==> config.mk <==
export PLATFORM = sky130hd
export DESIGN_NAME = multdiv_sequencer
export DESIGN_NICKNAME = d
export VERILOG_FILES = /design/src/rtl/multdiv_sequencer.sv
export SDC_FILE = /design/constraint.sdc
export NUM_CORES = 1
export LEC_CHECK = 0
export CAP_MARGIN = 20
export CORE_ASPECT_RATIO = 0.75
export CORE_MARGIN = 10
export CORE_UTILIZATION = 48
export CTS_CLUSTER_SIZE = 40
export DETAILED_ROUTE_END_ITERATION = 10
export PLACE_DENSITY_LB_ADDON = 0.2
export SYNTH_ARGS = -nofsm -noshare
export SYNTH_HDL_FRONTEND = slang
export SYNTH_SLANG_ARGS = --single-unit
==> constraint.sdc <==
create_clock -name clock -period 3.55 [get_ports clock]
set_clock_uncertainty 0.15 [all_clocks]
set_input_delay 0.71 -clock clock [delete_from_list [all_inputs] [get_ports clock]]
set_output_delay 0.71 -clock clock [all_outputs]
set_load 0.01 [all_outputs]
==> images/layer_met3.png <==
Scale: 4 px per micron. Cells faint in the background.
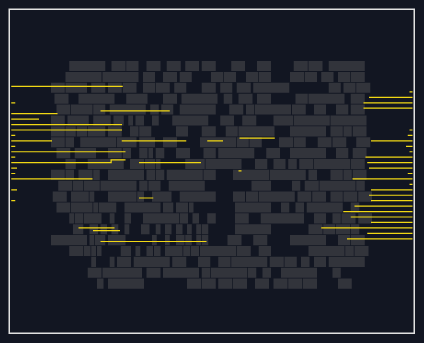
- nets with wire on the layer: 47
- share of all routed wire: 8.7%
- main direction: horizontal
- wire length on this layer: 533 microns
- longest straight run: 28.3 microns
Routed Wire Length: 6.14 mm
DR vias: 1840
Global Route met3 Usage: 5.65%

==> images/metal_density.png <==
Scale: 4 px per micron. The die is cut into 20 by 16 equal tiles; dark purple is low, yellow is high, scaled to the fullest tile. Values are wire area over tile area, all layers added.
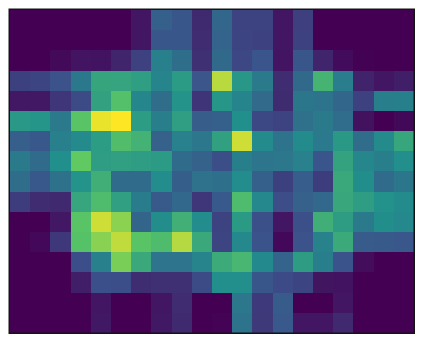
- nearly empty tiles: 21%
- tiles over half the peak: 19%
- mean over tiles: 0.12
- densest ninth of the die: left middle
WL/cell: 17.8 microns
total track usage: 15.1%

==> run summary <==
run results: Fmax 317 MHz, Top logic family AND-OR/OR-AND gates, grt total ovfl 0, met1 Resource Use GR 20.0%, unrepaired setup endpoints after global routing false, seq_cells 48, Final HPWL DP 4.52 mm, Tool Warnings 30, status complete, no violations, Mapped Area 2350 sq um, CP endpoint kind primary output, vias in the first global route 1898, fin util 72.9%, largest net degree at the start of global routing 49, M2 GR Usage 23.4%, Post-synth mux share 4.73%, Critical Path Fanout Max 6, Post-Syn Area per Cell 11.5 sq um, Slew Viols, Final 0, Latency at later pin 0.30 ns, Chip Area, Yosys 2350 sq um, fin cells 345, Final Net Count 337, final-layout fill cell count 328, Worst EP arrival 2.30 ns, DRC viols 0, layout cells sized above 1 11.8%, H-tree depth 2, Yosys warning count 0, Leakage 1.48 nW, Cell Type Count 35, global-route wire length before repair 10.1 mm, worst-margin pin slew 0.375 ns, # Cells Yosys 204, maximum clock path buffer count 2, Post-synth EDFFs 0, IO Count 86, post-synthesis adder-cell area fraction 3.19%, ant diodes 0, Place WS 0.407 ns, Post-CTS Resized 0, die span in y 80.7 microns, RD Place Congestion 0.804, initial DRC count 98, most common flop cell mapped by yosys dfrtp_1, worst setup path category input port to primary output, combinational share of cell area 31.1%, fin crit share 88.9%, TritonCTS buffer count 5, Gate Area 1040 sq um, post-synth net total 254, Max Cap Viol 0, initial antenna violation count 0, Clock buffer cells 5, core area 4600 sq um, crit path launch type input port, dpl cell area 3220 sq um, post-synthesis xor/xnor area fraction 0.372%, Tap Cells 57, Hold Path Class input port to asynchronous set/reset pin, Tot Pwr 1.93 mW, final worst slack 0.393 ns, Worst VDD drop 474 uV, CP top delay family buffers and inverters, worst-path cell chain clkdlybuf4s50_1 -> or3_1 -> nand2_1 -> clkdlybuf4s50_1, Post-DRT Antenna Nets 0, ao+oa area frac 18.9%, Slew headroom 75.0%, drt pass-1 iters 6, PortBufs 85, CTS tree yes, P&R area growth vs syn 42.4%
## cells in the mapped netlist, types with 6 or more instances
| cell | n | area share, % |
|---|---|---|
| a22o_1 | 33 | 12 |
| and2_1 | 21 | 5.6 |
| and2_4 | 10 | 3.7 |
| dfrtp_1 | 48 | 51 |
| ha_1 | 6 | 3.2 |
| inv_1 | 8 | 1.3 |
| mux2_4 | 6 | 3.8 |
| nand2_1 | 6 | 0.96 |
| nor2_1 | 6 | 0.96 |
| o21ai_0 | 7 | 1.5 |
## per-layer routing
metal	wire length, microns	up-vias
met5	0	-
met2	2880	59
met3	532	4
met1	2710	888
li1	-	889
met4	21	0
## power by group
group          internal (mW)  switching, mW  leakage, nW
Combinational          0.382          0.349        0.769
Clock                  0.212          0.189       0.0583
Sequential             0.690          0.104        0.649
Power is estimated from default activity; no workload was simulated.
